Design framebuffer_fetch_multi, sky130hd; sources not shown.
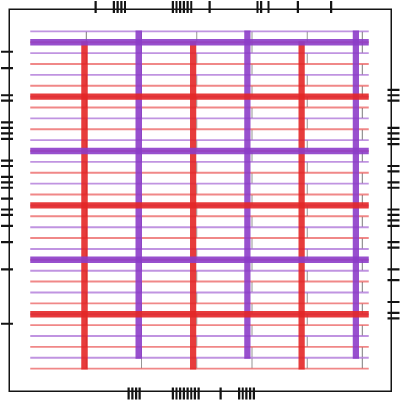
Run 1: supply network
Scale: 4 px per um. Pins as bars on the die edge. Tap cells in gray.
legend:
  VSS:
    color: red
  VDD:
    color: purple
tap cells: 99
met4 straps: 6
met1 rails: 32
met5 straps: 6
rows: 31
Die Y: 95.1 um
Peak VDD IR: 243 uV
Die X: 95.1 um
core footprint: 0.00714 mm^2

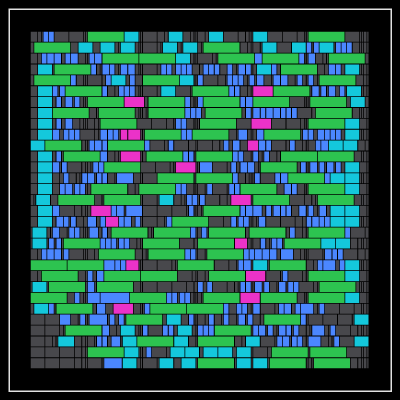
Run 1: cells colored by class
Scale: 4 px per um. Fill, decap, tap and diode cells in gray.
legend:
  sequential cells:
    color: green
    cells: 99
    share_of_their_area: 52%
  clock drivers and dummy loads:
    color: magenta
    cells: 16
    share_of_their_area: 3.9%
  remaining buffers and delay cells:
    color: cyan
    cells: 77
    share_of_their_area: 16%
  combinational and other logic:
    color: blue
    cells: 301
    share_of_their_area: 28%
Site Rows: 31
Seq/total area: 50.8%
Design Area, Final: 0.00488 mm^2
final core area utilization: 68.4%

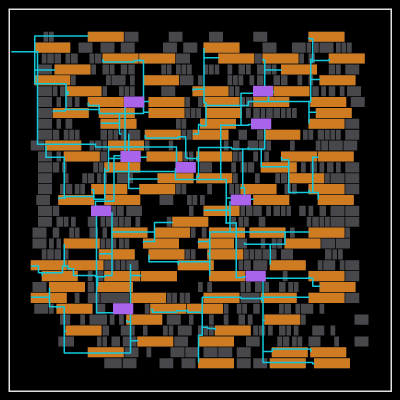
Run 1: routed clock nets over the placement
Scale: 4 px per um.
legend:
  clock drivers:
    color: purple
    count: 9
  clock wires:
    color: cyan
    length: 1,020 um
  flip-flops:
    color: orange
    count: 99
flops lie: all over the die
routed clock nets: 10
clock skew: 0.0138 ns
Clock net power: 299 uW

==> impl_metrics.csv, run 1 <==
group,metric,value,unit
run_status,status,"complete, no violations",
logic_synthesis,top_area_share,62.2,%
clock_network,clockBufferDepth,2,
run,drv_cap,0,
logic_synthesis,synth_cells,421,
sta,slew_headroom,50.5,%
routing,wl_met2,3610,um
logic_synthesis,synth.avg_cell_area,9.46,um^2
clock_network,htreeDepth,3,
setup_path,path_class,"in2out",
logic_synthesis,ys.flop_type,"dfrtp_1",
clock_network,cts_tree,"done",
setup_path,worstSetupStartpointType,"input pin",
logic_synthesis,synth.area.top_cells,"dfrtp_1, nand2_1, nand3_1",
layout,area_growth,22.6,%
pwr,internal_power,1250,uW
pwr,clkPwrFrac,12.6,%
clock_network,clock-sinks,99,
pwr,swShare,47.2,%
logic_synthesis,ys_top_logic_family,"simple AND/OR/NAND/NOR gates",
routing,drt_iter0_drc,93,
global_route,use_met1,23.1,%
clock_network,cts_hold_buffers,0,
min_path,holdPathStages,0,
sta,fmax,220,MHz
routing,dr.pass1.iters,5,
sta,setup_viol,0,
global_route,grt_max_degree,86,
clock_network,insertion_delay,0.35,ns
logic_synthesis,ys_area,0.00398,mm^2
setup_path,reg2reg_depth,3,
routing,ant_nets,0,
clock_network,cts_resized,0,
global_route,use_met2,29.9,%
logic_synthesis,ys_sh_xor,0,%
layout,nNetsFinal,519,
setup_path,path_delay_family,"buffers and inverters",
logic_synthesis,ys_seq_share,62.2,%
global_route,antenna_found_initial,0,
setup_path,end_kind,"output pin",
logic_synthesis,ys_sh_simple,22.1,%
run,warnings,26,
place,gp_congestion,0.775,
pwr,pg_seq,870,uW
pwr,p_per_area,485,mW/mm^2
layout,most-common-layout-cells,"nand2_1, dfrtp_1, clkdlybuf4s50_1",
setup_path,arrival,2.96,ns
routing,dr_total_vias,2811,
pwr,maxPowerGroup,"combinational logic",
clock_network,clk_pin_slew,0.09,ns
global_route,grt_pass1_wl,12800,um
logic_synthesis,ys_sh_adder,0.628,%
pwr,seq_power_share,36.7,%
setup_path,cp_num_cells,2,
pwr,p_sw,1120,uW
sta,rsz0062_at_grt,"false",
layout,lay_top_count,"nand2_1",
layout,logic_area,0.00112,mm^2
setup_path,cpPeakStageDelay,0.84,ns
pwr,combPwrFrac,50.6,%
logic_synthesis,mux_share,0,%
sta,final_hold_viol_count,0,
setup_path,crit_buf_inv,2,
routing,drt-total-wl,7450,um
layout,fillers,616,
logic_synthesis,ys_cells,421,
global_route,grt_pass1_vias,2815,
min_path,hold_class,"reg2reg",
layout,flop_area,0.00248,mm^2
logic_synthesis,synth_flops,99,
setup_path,r2r_setup_slack,6.14,ns
clock_network,cts_buffers,9,
place,place_hpwl,5080,um
logic_synthesis,synth_nets,452,
setup_path,worstPathCellList,"clkdlybuf4s50_1, clkdlybuf4s50_1",
pwr,p_comb,1200,uW
setup_path,required,6.32,ns
logic_synthesis,edf_count,0,
logic_synthesis,synth_top_cell_by_area,"dfrtp_1",
setup_path,cp_max_fo,3,
sta,holdWs,0.347,ns
clock_network,cts_root_buffer,"clkbuf_8",
floorplanning,fp-utilization,55.8,%
floorplanning,chipArea,0.00904,mm^2
global_route,grtUsageMet3,3.71,%
floorplanning,boundaryPins,77,
logic_synthesis,compound_area_share,5.40,%
sta,finalSetupTns,0,ns
sta,fin_crit_sh,57.5,%
logic_synthesis,ys_types,22,
global_route,top_usage_layer,"met2",
logic_synthesis,common_cells,"nand2_1, dfrtp_1, inv_1",
logic_synthesis,syn_area,0.00398,mm^2
global_route,track_usage,18.0,%
routing,drcViolationCount,0,
logic_synthesis,synth.most_common_cell,"nand2_1",
pwr,power.leakage,0.00252,uW
layout,drive_gt1_share,6.69,%
sta,tightest_slew,0.743,ns
setup_path,crit_slowest_cell,"clkdlybuf4s50_1",
global_route,grt_remaining_overflow,0,
setup_path,cpMostUsedCell,"clkdlybuf4s50_1",
logic_synthesis,async_reset_ff_share,100,%
place,port-buffer-count,76,
routing,met1_length,3410,um
routing,met3_wirelength,348,um
routing,top_layer_used,"met4",
logic_synthesis,yosysWarnings,6,
clock_network,cts_setup_buffers,0,
layout,diodes,0,
sta,slew_violations,0,
routing,post_drt_wl_per_cell,12.6,um
routing,vias_per_cell,4.75,
sta,fin_crit,4.54,ns
[run 1: final cells by class]
class                           count  share of cell area (%)
Clock buffer                       10                    2.82
Clock inverter                      6                   0.974
Inverter                           50                    4.10
Multi-Input combinational cell    251                    23.0
Sequential cell                    99                    50.8
Tap cell                           99                    2.54
Timing Repair Buffer               77                    15.8
[run 1: per-stage QoR]
step | total power, uW | instances | util [%] | area, um^2 | setup WS, ns
after CTS | 2390 | 592 | 68.3 | 4880 | 3.35
after global routing | 2550 | 592 | 68.4 | 4880 | 3.31
final | 2370 | 592 | 68.4 | 4880 | 3.36
after floorplan | 1790 | 421 | - | 3980 | 3.84
after global placement | 2050 | 576 | 65.7 | 4690 | 3.37
after detailed placement | 2090 | 576 | 65.7 | 4690 | 3.35
## Run 2: what changed since run 1
--- a/config.mk
+++ b/config.mk
@@ -7,7 +7,7 @@
 export LEC_CHECK = 0
 export ABC_AREA = 1
 export CORE_MARGIN = 5
-export CORE_UTILIZATION = 55
+export CORE_UTILIZATION = 53
 export CTS_BUF_LIST = sky130_fd_sc_hd__clkbuf_8
 export DETAILED_ROUTE_END_ITERATION = 10
 export PLACE_DENSITY_LB_ADDON = 0.1
==> constraint.sdc (replaced) <==
create_clock -name clk_in -period 4.2 [get_ports clk_in]
set_input_delay 0.84 -clock clk_in [delete_from_list [all_inputs] [get_ports clk_in]]
set_output_delay 0.84 -clock clk_in [all_outputs]
set_load 0.05 [all_outputs]
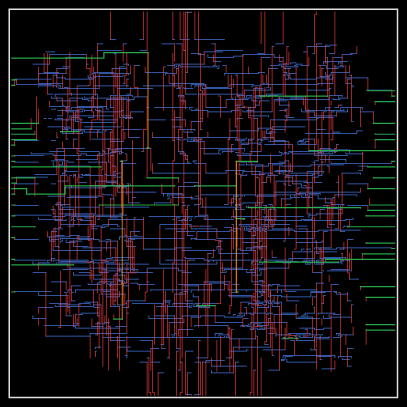
Run 2: metal layers overlaid
Scale: 4 px per um.
legend:
  metal 4:
    color: orange
    wire_length: 95.9 um
  metal 1:
    color: blue
    wire_length: 3,450 um
  metal 2:
    color: red
    wire_length: 3,460 um
  metal 3:
    color: green
    wire_length: 450 um
Avg WL per Cell: 12.6 um
GRT Total Usage: 16.9%
WL final: 7450 um
vias post-DR: 2,820

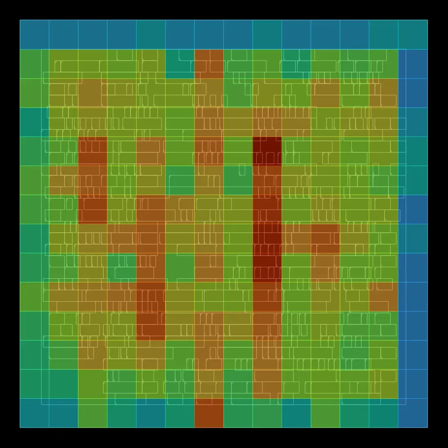
Run 2: congestion heat map
met2 Usage GRT: 26.0%
GR peak layer: met2
grt met3 use: 4.24%

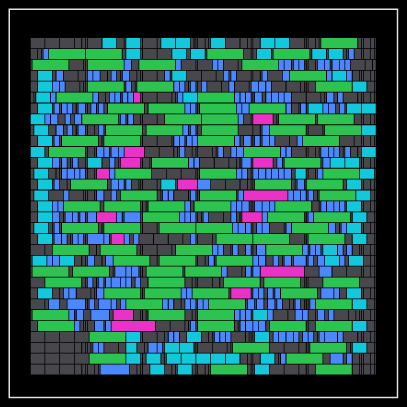
Run 2: cells colored by class
Scale: 4 px per um. Fill, decap, tap and diode cells in gray.
legend:
  sequential cells:
    color: green
    cells: 99
    share_of_their_area: 51%
  remaining buffers and delay cells:
    color: cyan
    cells: 78
    share_of_their_area: 16%
  combinational and other logic:
    color: blue
    cells: 301
    share_of_their_area: 27%
  clock drivers and dummy loads:
    color: magenta
    cells: 15
    share_of_their_area: 4.9%
Design Area, Final: 0.00494 mm^2
Seq/total area: 50.2%
final core area utilization: 67.7%

==> impl_metrics.csv, run 2 <==
group,metric,value,unit
logic_synthesis,top_area_share,62.2,%
sta,setup_viol,0,
logic_synthesis,ys.flop_type,"dfrtp_1",
floorplanning,core_area,0.00729,mm^2
place,port-buffer-count,76,
clock_network,cts_tree,"done",
layout,logic_area,0.00112,mm^2
logic_synthesis,synth_cells,421,
layout,fillers,602,
global_route,grt_max_degree,53,
logic_synthesis,ys_sh_adder,0.628,%
pwr,internal_power,2510,uW
global_route,antenna_found_initial,0,
clock_network,insertion_delay,0.35,ns
clock_network,clockBufferDepth,2,
sta,fin_crit_sh,72.7,%
logic_synthesis,synth_top_cell_by_area,"dfrtp_1",
clock_network,cts_setup_buffers,0,
pwr,combPwrFrac,49.0,%
setup_path,worstPathCellList,"clkdlybuf4s50_1, clkdlybuf4s50_1",
pwr,ir_drop,530,uV
pwr,maxPowerGroup,"combinational logic",
min_path,holdPathStages,0,
routing,drt_iter0_drc,116,
logic_synthesis,synth.area.top_cells,"dfrtp_1, nand2_1, nand3_1",
global_route,grt_pass1_wl,13200,um
logic_synthesis,yosysWarnings,6,
floorplanning,chipArea,0.00935,mm^2
sta,tightest_slew,0.579,ns
pwr,p_sw,2090,uW
sta,fmax,328,MHz
pwr,pg_seq,1640,uW
sta,slew_headroom,61.4,%
logic_synthesis,common_cells,"nand2_1, dfrtp_1, inv_1",
setup_path,cp_num_cells,2,
global_route,grt_remaining_overflow,0,
logic_synthesis,synth_flops,99,
clock_network,clock-sinks,99,
clock_network,clk_pin_slew,0.10,ns
routing,dr.pass1.iters,4,
setup_path,cp_max_fo,3,
run,warnings,26,
sta,slew_violations,0,
global_route,grt_pass1_vias,2718,
logic_synthesis,ys_area,0.00398,mm^2
floorplanning,die_h,96.7,um
setup_path,path_class,"in2out",
logic_synthesis,syn_area,0.00398,mm^2
clock_network,cts_buffers,9,
logic_synthesis,ys_cells,421,
logic_synthesis,compound_area_share,5.40,%
logic_synthesis,synth.most_common_cell,"nand2_1",
setup_path,crit_buf_inv,2,
run_status,status,"complete, no violations",
floorplanning,fp-utilization,54.6,%
setup_path,end_kind,"output pin",
logic_synthesis,synth_nets,452,
pwr,clk-power,712,uW
pwr,clkPwrFrac,15.5,%
layout,lay_top_count,"nand2_1",
setup_path,r2r_setup_slack,2.42,ns
sta,final_hold_viol_count,0,
logic_synthesis,ys_seq_share,62.2,%
pwr,swShare,45.5,%
logic_synthesis,async_reset_ff_share,100,%
layout,drive_gt1_share,6.69,%
routing,met1_length,3450,um
routing,ant_nets,0,
logic_synthesis,ys_top_logic_family,"simple AND/OR/NAND/NOR gates",
routing,top_layer_used,"met4",
layout,area_growth,23.9,%
place,place_hpwl,5120,um
clock_network,cts_root_buffer,"clkbuf_8",
setup_path,cpPeakStageDelay,0.83,ns
logic_synthesis,mux_share,0,%
setup_path,required,3.36,ns
floorplanning,dieWidth,96.7,um
logic_synthesis,edf_count,0,
pwr,seq_power_share,35.6,%
pwr,p_comb,2250,uW
routing,drcViolationCount,0,
setup_path,arrival,2.21,ns
pwr,p_per_area,932,mW/mm^2
place,gp_congestion,0.798,
setup_path,reg2reg_depth,3,
logic_synthesis,ys_sh_simple,22.1,%
logic_synthesis,ys_types,22,
min_path,hold_class,"reg2reg",
clock_network,htreeDepth,3,
place,dp_cells,577,
setup_path,cpMostUsedCell,"clkdlybuf4s50_1",
layout,nNetsFinal,520,
setup_path,path_delay_family,"buffers and inverters",
pwr,power.leakage,0.00255,uW
floorplanning,boundaryPins,77,
sta,finalSetupTns,0,ns
setup_path,crit_slowest_cell,"clkdlybuf4s50_1",
logic_synthesis,ys_sh_xor,0,%
global_route,use_met1,23.6,%
run,drv_cap,0,
clock_network,cts_resized,0,
sta,fin_crit,3.05,ns
layout,most-common-layout-cells,"nand2_1, dfrtp_1, clkdlybuf4s50_1",
layout,flop_area,0.00248,mm^2
layout,final_cells,592,
logic_synthesis,synth.avg_cell_area,9.46,um^2
clock_network,cts_hold_buffers,0,
setup_path,worstSetupStartpointType,"input pin",
routing,met3_wirelength,449,um
routing,vias_per_cell,4.76,
sta,worst_clock_skew,0.0132,ns
routing,wl_met2,3460,um
floorplanning,num_rows,31,
sta,rsz0062_at_grt,"false",
layout,diodes,0,
## run 2: area by class of cell
class,instances,area share (%)
flip-flops and latches,99,50.2
multi-input cells,251,22.7
repair buffers,78,15.7
inverters,50,4.06
clock buffers,9,2.51
well taps,99,2.51
clock inverters,6,2.28
## run 2: stage by stage
| stage | hold slack (ns) | power, uW | instance area [um^2] | setup slack (ns) |
|---|---|---|---|---|
| 6_report | 0.350 | 4600 | 4940 | 1.15 |
| 4_1_cts | 0.354 | 4640 | 4940 | 1.14 |
| 3_5_place_dp | 0.336 | 3920 | 4700 | 1.15 |
| 2_1_floorplan | 0.331 | 3360 | 3980 | 0.883 |
| 3_3_place_gp | 0.335 | 3870 | 4700 | 1.15 |
| 5_1_grt | 0.358 | 4940 | 4940 | 1.13 |
Power figures rest on the tool's default switching activity, not on a simulated workload.
